`config.mk`:
```
export PLATFORM = sky130hd
export DESIGN_NAME = imm_extend_pipe_flat
export DESIGN_NICKNAME = d
export VERILOG_FILES = /design/src/rtl/imm_ext_pkg.sv /design/src/rtl/imm_extend_pipe_if.sv /design/src/rtl/imm_rotator.sv /design/src/rtl/imm_extend_pipe.sv /design/src/flat_wrapper.sv
export SDC_FILE = /design/constraint.sdc
export NUM_CORES = 1
export LEC_CHECK = 0
export ABC_AREA = 0
export CAP_MARGIN = 10
export CORE_MARGIN = 10
export CORE_UTILIZATION = 56
export DETAILED_ROUTE_END_ITERATION = 16
export GPL_ROUTABILITY_DRIVEN = 1
export PLACE_DENSITY_LB_ADDON = 0.05
export SYNTH_ARGS = -nofsm -noshare
export SYNTH_HDL_FRONTEND = slang
export SYNTH_SLANG_ARGS = --single-unit
```
`constraint.sdc`:
```
create_clock -name clk -period 3.1 [get_ports clk]
set_input_delay 0.31 -clock clk [delete_from_list [all_inputs] [get_ports clk]]
set_output_delay 0.31 -clock clk [all_outputs]
set_load 0.05 [all_outputs]
```
`src/rtl/imm_ext_pkg.sv`:
```
// Shared definitions for the immediate-extension pipeline: mode encodings,
// sign-bit position lookup and the stage-1 register bundle.
package imm_ext_pkg;

  localparam logic [2:0] MODE_IMM8   = 3'b000;
  localparam logic [2:0] MODE_IMM12  = 3'b001;
  localparam logic [2:0] MODE_IMM24  = 3'b010;
  localparam logic [2:0] MODE_SPLIT8 = 3'b011;
  localparam logic [2:0] MODE_ROT    = 3'b100;
  localparam logic [2:0] MODE_BRANCH = 3'b101;

  typedef struct packed {
    logic [23:0] raw;    // extracted field, right-aligned
    logic [2:0]  mode;
    logic        sgn;
    logic [3:0]  rot;    // rotate field, amount is 2*rot
    logic        carry;  // latched CPSR C
    logic        err;    // illegal mode
  } s1_t;

  function automatic logic [4:0] sign_pos(input logic [2:0] mode);
    case (mode)
      MODE_IMM12:              sign_pos = 5'd11;
      MODE_IMM24, MODE_BRANCH: sign_pos = 5'd23;
      default:                 sign_pos = 5'd7;
    endcase
  endfunction

endpackage

```
`src/rtl/imm_extend_pipe_if.sv`:
```
// Decode-side and ALU-side handshake bundle for imm_extend_pipe.
interface imm_extend_pipe_if #(
  parameter int unsigned WIDTH = 32
);
  logic             in_valid;
  logic             in_ready;
  logic [31:0]      in_instr;
  logic [2:0]       in_mode;
  logic             in_signed;
  logic             in_carry;
  logic             out_valid;
  logic             out_ready;
  logic [WIDTH-1:0] out_imm;
  logic             out_carry;
  logic             out_err;

  modport master (
    output in_valid, in_instr, in_mode, in_signed, in_carry, out_ready,
    input  in_ready, out_valid, out_imm, out_carry, out_err
  );

  modport slave (
    input  in_valid, in_instr, in_mode, in_signed, in_carry, out_ready,
    output in_ready, out_valid, out_imm, out_carry, out_err
  );
endinterface

```
`src/rtl/imm_rotator.sv`:
```
// ARM rotated-immediate expansion: 8-bit value rotated right by 2*rot within
// 32 bits, with shifter carry-out (carry-in passes through when rot is 0).
module imm_rotator (
  input  logic [7:0]  imm8,
  input  logic [3:0]  rot,
  input  logic        carry_in,
  output logic [31:0] result,
  output logic        carry_out
);

  logic [31:0] val;
  logic [4:0]  amt;

  always_comb begin
    val       = {24'b0, imm8};
    amt       = {rot, 1'b0};
    // Shifting the doubled word right gives a rotate in its low half.
    result    = 32'({val, val} >> amt);
    carry_out = (rot == 4'd0) ? carry_in : result[31];
  end

endmodule

```
`src/rtl/imm_extend_pipe.sv`:
```
// Two-stage immediate generator: stage 1 extracts the field, stage 2 extends,
// rotates or scales it. Valid/ready on both sides, optional flush.
module imm_extend_pipe
  import imm_ext_pkg::*;
#(
  parameter int unsigned WIDTH    = 32,
  parameter bit          FLUSH_EN = 1'b1
) (
  input  logic               clk,
  input  logic               rst_n,
  input  logic               flush,
  imm_extend_pipe_if.slave   bus
);

  if (WIDTH < 32) begin : g_width_check
    $error("imm_extend_pipe: WIDTH must be at least 32");
  end

  logic             flush_eff;
  logic             s1_valid, s2_valid;
  logic             adv1, adv2;
  s1_t              s1_q, s1_d;
  logic [WIDTH-1:0] s2_imm;
  logic             s2_carry, s2_err;
  logic [WIDTH-1:0] raw_w, ext, imm_d;
  logic             fill, carry_d;
  logic [4:0]       pos;
  logic [31:0]      rot_res;
  logic             rot_carry;
  logic             unused_instr_hi;

  assign flush_eff       = FLUSH_EN && flush;
  assign unused_instr_hi = ^bus.in_instr[31:24];

  assign adv2         = !s2_valid || bus.out_ready;
  assign adv1         = !s1_valid || adv2;
  assign bus.in_ready = adv1;

  assign bus.out_valid = s2_valid;
  assign bus.out_imm   = s2_imm;
  assign bus.out_carry = s2_carry;
  assign bus.out_err   = s2_err;

  always_comb begin
    s1_d       = '0;
    s1_d.mode  = bus.in_mode;
    s1_d.sgn   = bus.in_signed;
    s1_d.carry = bus.in_carry;
    s1_d.rot   = bus.in_instr[11:8];
    case (bus.in_mode)
      MODE_IMM8, MODE_ROT:     s1_d.raw = {16'b0, bus.in_instr[7:0]};
      MODE_IMM12:              s1_d.raw = {12'b0, bus.in_instr[11:0]};
      MODE_IMM24, MODE_BRANCH: s1_d.raw = bus.in_instr[23:0];
      MODE_SPLIT8:             s1_d.raw = {16'b0, bus.in_instr[11:8], bus.in_instr[3:0]};
      default:                 s1_d.err = 1'b1;
    endcase
  end

  imm_rotator u_rot (
    .imm8      (s1_q.raw[7:0]),
    .rot       (s1_q.rot),
    .carry_in  (s1_q.carry),
    .result    (rot_res),
    .carry_out (rot_carry)
  );

  always_comb begin
    raw_w = WIDTH'(s1_q.raw);
    pos   = sign_pos(s1_q.mode);
    // Branch is always signed, rot never is.
    fill  = s1_q.raw[pos] &
            ((s1_q.mode == MODE_BRANCH) | (s1_q.sgn & (s1_q.mode != MODE_ROT)));
    ext   = '0;
    for (int i = 0; i < int'(WIDTH); i++) begin
      ext[i] = (i <= int'(pos)) ? raw_w[i] : fill;
    end
    imm_d   = ext;
    carry_d = s1_q.carry;
    if (s1_q.err) begin
      imm_d = '0;
    end else if (s1_q.mode == MODE_ROT) begin
      imm_d   = WIDTH'(rot_res);
      carry_d = rot_carry;
    end else if (s1_q.mode == MODE_BRANCH) begin
      imm_d = ext << 2;
    end
  end

  always_ff @(posedge clk or negedge rst_n) begin
    if (!rst_n) begin
      s1_valid <= 1'b0;
      s2_valid <= 1'b0;
      s1_q     <= '0;
      s2_imm   <= '0;
      s2_carry <= 1'b0;
      s2_err   <= 1'b0;
    end else if (flush_eff) begin
      s1_valid <= 1'b0;
      s2_valid <= 1'b0;
    end else begin
      if (adv2) begin
        s2_valid <= s1_valid;
        if (s1_valid) begin
          s2_imm   <= imm_d;
          s2_carry <= carry_d;
          s2_err   <= s1_q.err;
        end
      end
      if (adv1) begin
        s1_valid <= bus.in_valid;
        if (bus.in_valid) begin
          s1_q <= s1_d;
        end
      end
    end
  end

endmodule

```
`src/flat_wrapper.sv`:
```
// flat-port wrapper written by rule: the top's interface ports become plain ports
module imm_extend_pipe_flat import imm_ext_pkg::*;
#(
  parameter int unsigned WIDTH    = 32,
  parameter bit          FLUSH_EN = 1'b1
)
  (clk, rst_n, flush, bus_in_valid, bus_in_instr, bus_in_mode, bus_in_signed, bus_in_carry, bus_out_ready, bus_in_ready, bus_out_valid, bus_out_imm, bus_out_carry, bus_out_err);
  imm_extend_pipe_if #(.WIDTH(WIDTH)) bus_i ();
  input  logic clk;
  input  logic rst_n;
  input  logic flush;
  input wire logic [$bits(bus_i.in_valid)-1:0] bus_in_valid;
  input wire logic [$bits(bus_i.in_instr)-1:0] bus_in_instr;
  input wire logic [$bits(bus_i.in_mode)-1:0] bus_in_mode;
  input wire logic [$bits(bus_i.in_signed)-1:0] bus_in_signed;
  input wire logic [$bits(bus_i.in_carry)-1:0] bus_in_carry;
  input wire logic [$bits(bus_i.out_ready)-1:0] bus_out_ready;
  output wire logic [$bits(bus_i.in_ready)-1:0] bus_in_ready;
  output wire logic [$bits(bus_i.out_valid)-1:0] bus_out_valid;
  output wire logic [$bits(bus_i.out_imm)-1:0] bus_out_imm;
  output wire logic [$bits(bus_i.out_carry)-1:0] bus_out_carry;
  output wire logic [$bits(bus_i.out_err)-1:0] bus_out_err;
  assign bus_i.in_valid = bus_in_valid;
  assign bus_i.in_instr = bus_in_instr;
  assign bus_i.in_mode = bus_in_mode;
  assign bus_i.in_signed = bus_in_signed;
  assign bus_i.in_carry = bus_in_carry;
  assign bus_i.out_ready = bus_out_ready;
  assign bus_in_ready = bus_i.in_ready;
  assign bus_out_valid = bus_i.out_valid;
  assign bus_out_imm = bus_i.out_imm;
  assign bus_out_carry = bus_i.out_carry;
  assign bus_out_err = bus_i.out_err;
  imm_extend_pipe #(.WIDTH(WIDTH), .FLUSH_EN(FLUSH_EN)) u_core (.clk(clk), .rst_n(rst_n), .flush(flush), .bus(bus_i));
endmodule
```
clock_wires.png
Scale: 6 px per um.
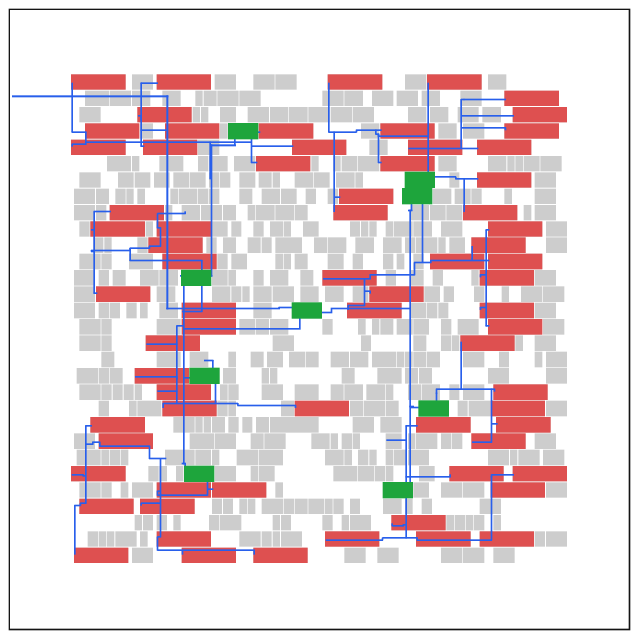
- blue: clock wires (length 860 um)
- green: clock-net drivers (count 9)
- red: flip-flops (count 70)
- routed clock nets: 10
- flops lie: widely spread
clock latency on the worst-skew pair: 0.35 ns
share of power burned in the clock network: 0.212

congestion_map.png
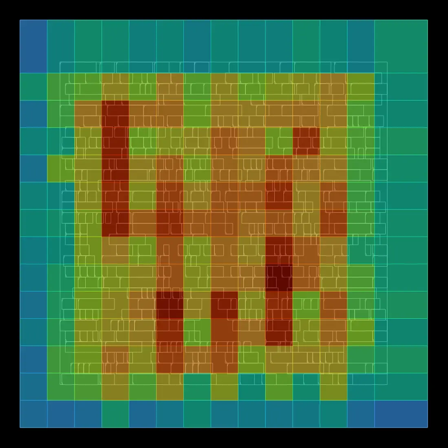
GRT met1 Usage: 0.279
met3 Track Usage GR: 0.0335
Global Route met2 Usage: 0.321
GRT Max-Usage Layer: met2
average detailed-routed wire length per instance: 19.7 um

floorplan.png
Scale: 4 px per um. Pins as bars on the die edge.
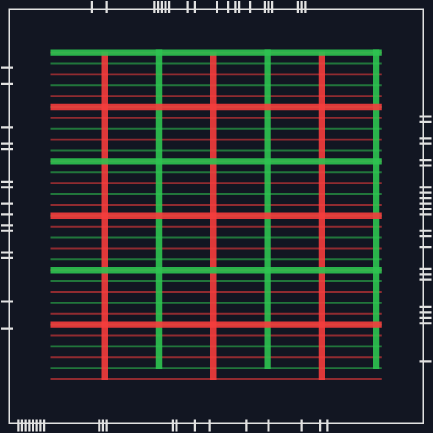
- green: VDD
- red: VSS
- met5 straps: 6
- met1 rails: 31
- signal pins: 78
- rows: 30
- met4 straps: 6

==> Flow_metrics.wiki <==
=== Synthesis and place and route ===
{| class="wikitable"
! Metric !! Value
|-
| Outcome || completed
|-
| Average footprint of a synthesized cell || 9.37 um^2
|-
| Worst-path fanout max || 19
|-
| Yosys warnings || 0
|-
| Count of inserted antenna diode cells || 0
|-
| Number of buffers inserted to repair setup after CTS || 0
|-
| Final worst path period share || 0.740
|-
| Worst path arrival time || 2.57 ns
|-
| Total area of multi-input combinational cells || roughly 0.0019 mm^2
|-
| Final net count || 509
|-
| Vias after detailed routing || 3589
|-
| Number of gates given a new drive strength after cts || 0
|-
| Leading register cell type out of synthesis || dfrtp_1
|-
| Area of the core || 0.00676 mm^2
|-
| Post-synthesis async set-or-reset flop share || 1.00
|-
| Number of global-route vias before repair || 3380
|-
| CP delay by family, top || simple AND/OR/NAND/NOR gates
|-
| Max Buffers Root-to-Sink || 2
|-
| Worst reg-to-reg path cell count || 3
|-
| Vertical extent of the die || 103 um
|-
| Sequential fraction of the synthesis area || 0.453
|-
| Antenna violations before repair || 0
|-
| Final Hold Viols || 0
|-
| TritonCTS clock tree || built
|-
| Worst Clk Skew || ~0.013 ns
|-
| Top-level I/O count || 78
|-
| Global route overflow || 0
|-
| Via-per-instance ratio || roughly 6.5
|-
| Endpoint required time on the critical path || 3.38 ns
|-
| Wire length of the first global-routing pass || 17.3 mm
|-
| Router iterations before antenna repair || 5
|-
| Warning total across the stage logs || 34
|-
| Yosys cell types || 52
|-
| Layout Cells excl Fill || 552
|-
| Total of buffers placed on input and output ports || approximately 70
|-
| Die outline width || around 100 um
|-
| Number of setup violations in the final report || 0
|-
| Shortest clock period the worst path allows after layout || 2.29 ns
|-
| Number of placement rows || 30
|-
| Slew HR || 0.370
|-
| Final total negative setup slack || 0 ns
|-
| Buffering stage count on the worst path with inverters included || 0
|-
| Worst reg2reg path endpoint || u_core.bus.out_imm[30]
|-
| Post-CTS clock slew at the launch and capture registers of the worst setup and hold paths || 0.08 ns
|-
| Count of maximum capacitance violations || 0
|-
| Leakage power || 1.96 nW
|-
| Num Clock Sinks || 70
|-
| FF-to-FF Start || u_core.s1_q[9]
|-
| Class of the worst hold path || in2async
|-
| Slew @ Worst Pin || 0.945 ns
|-
| Reg-to-reg slack, setup || 0.81 ns
|-
| Post-synth EDFFs || 0
|-
| Post-synthesis cell type with the largest combined area || dfrtp_1
|-
| Number of remaining DRC errors || 0
|-
| Floorplan Utilization || 0.573
|-
| RSZ-0062 raised after global routing || no
|-
| Mapped Area || 0.00387 mm^2
|-
| Final weighted congestion in routability-driven placement || 0.959
|-
| Slowest-stage cell, CP || dfrtp_1
|-
| Hold-fix buffers at CTS || 0
|-
| Cells taking the most area after synthesis || dfrtp_1 45%, nand2_1 5.0%, a22o_1 3.6%
|-
| Ys cells || 413
|-
| Final count of pins violating max slew || 0
|-
| DRC marker count from the first detailed-route iteration || 263
|-
| Flip-flop and latch count after synthesis || 70
|-
| Largest stage delay on the critical path || around 0.70 ns
|-
| Maximum level of the CTS H-tree || 3
|-
| Maximum frequency from static timing analysis || 0.436 GHz
|-
| Final HPWL from detailed placement || 8.19 mm
|-
| Leading post-synthesis cells by instance count || 70 x dfrtp_1, 52 x nand2_1, 28 x o21ai_0, 25 x a21oi_1, 19 x nor2_1
|-
| Final WL || 10.9 mm
|-
| Global routing usage summed across all routing layers || 0.208
|-
| VDD IR max || 0.312 mV
|-
| Synth top cell by count || dfrtp_1
|-
| Layout overhead on the synthesized area || 22.8%
|-
| Crit path kind || reg2reg
|-
| Die outline area || 0.0106 mm^2
|-
| Gate count of the mapped netlist || ~410
|}
m4.png
Scale: 4 px per um.
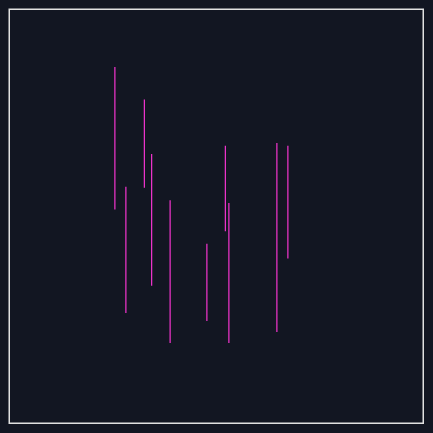
- main direction: vertical
- longest straight run: 46.9 um

util_map.png
Scale: 3 px per um. The die is cut into 10 by 10 equal tiles; white is low, dark blue is high, 0 to 100% covered.
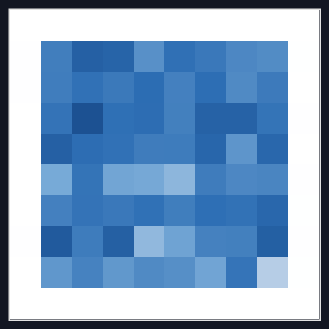
- tiles over 75% full: 16%
- mean over tiles: 44%
- nearly empty tiles: 36%
- densest ninth of the die: centre

==> routing by layer <==
metal	up-vias	wire length (um)
met5	-	0
met4	0	306
met3	24	755
met2	163	4990
met1	1733	4830
li1	1669	-
==> state kept, by name (all words and copies together), names as in the netlist <==
name,flops
u_core.bus.out_carry,1
u_core.s1_q,10
u_core.bus.out_valid,1
u_core.ext,1
u_core.s1_valid,1
u_core.raw_w,23
u_core.bus.out_err,1
u_core.bus.out_imm,32
==> how the worst max path moves through the flow <==
stage | end | slack, ns | depth (start not counted) | from
global route | u_core.bus.out_imm[29] | 0.68 | 3 | u_core.s1_q[9]
finish | u_core.bus.out_imm[30] | 0.81 | 3 | u_core.s1_q[9]
CTS | u_core.bus.out_imm[30] | 0.85 | 3 | u_core.s1_q[9]
detailed placement | u_core.s1_q[5] | 0.70 | 6 | bus_out_ready
global placement | u_core.s1_q[1] | 0.79 | 6 | bus_out_ready
floorplan | u_core.s1_q[2] | 0.80 | 6 | u_core.bus.out_valid
==> logic make-up (layout without fill, tap and decap cells) <==
family	Yosys count	after routing	synth area share
flip-flops	70	70	0.453
buffers and inverters	45	104	0.0495
XOR/XNOR	1	1	0.00226
AND/OR/NAND/NOR	115	115	0.142
AND-OR/OR-AND	161	161	0.292
multiplexers	21	21	0.0614
==> per-stage QoR <==
step | area (um^2) | worst slack [ns] | util | hold WS (ns) | total power, W
global placement | 4570 | 0.795 | 0.676 | 0.466 | 0.00251
CTS | 4750 | 0.851 | 0.703 | 0.128 | 0.00322
detailed placement | 4570 | 0.700 | 0.676 | 0.471 | 0.00254
global route | 4750 | 0.685 | 0.703 | 0.185 | 0.00335
finish | 4750 | 0.806 | 0.703 | 0.102 | 0.00321
floorplan | 3870 | 0.795 | - | 0.0144 | 0.00209
==> power breakdown <==
part	internal [W]	switching [W]
Clock	0.000316	0.000365
Sequential	0.00107	0.000187
Combinational	0.000474	0.000795
==> layout make-up <==
class	instances	share of cell area
Inverter	10	0.00790
Multi-Input combinational cell	298	0.406
Clock buffer	10	0.0290
Clock inverter	6	0.00922
Tap cell	80	0.0211
Timing Repair Buffer	78	0.159
Sequential cell	70	0.369
==> cells in the final DEF, fill, tap and decap left out, types with 7 or more instances in the layout <==
| master | n |
|---|---|
| nand2b_1 | 12 |
| a22o_1 | 16 |
| clkbuf_8 | 10 |
| o21ai_1 | 15 |
| a221o_1 | 8 |
| inv_1 | 9 |
| nand2_1 | 52 |
| a221oi_1 | 10 |
| buf_4 | 9 |
| nor2_1 | 19 |
| mux2i_1 | 8 |
| mux2_2 | 10 |
| clkdlybuf4s50_1 | 68 |
| dfrtp_1 | 70 |
| a21oi_1 | 25 |
| a22oi_1 | 9 |
| o21ai_0 | 28 |
| o22ai_1 | 7 |
Power figures rest on the tool's default switching activity, not on a simulated workload.
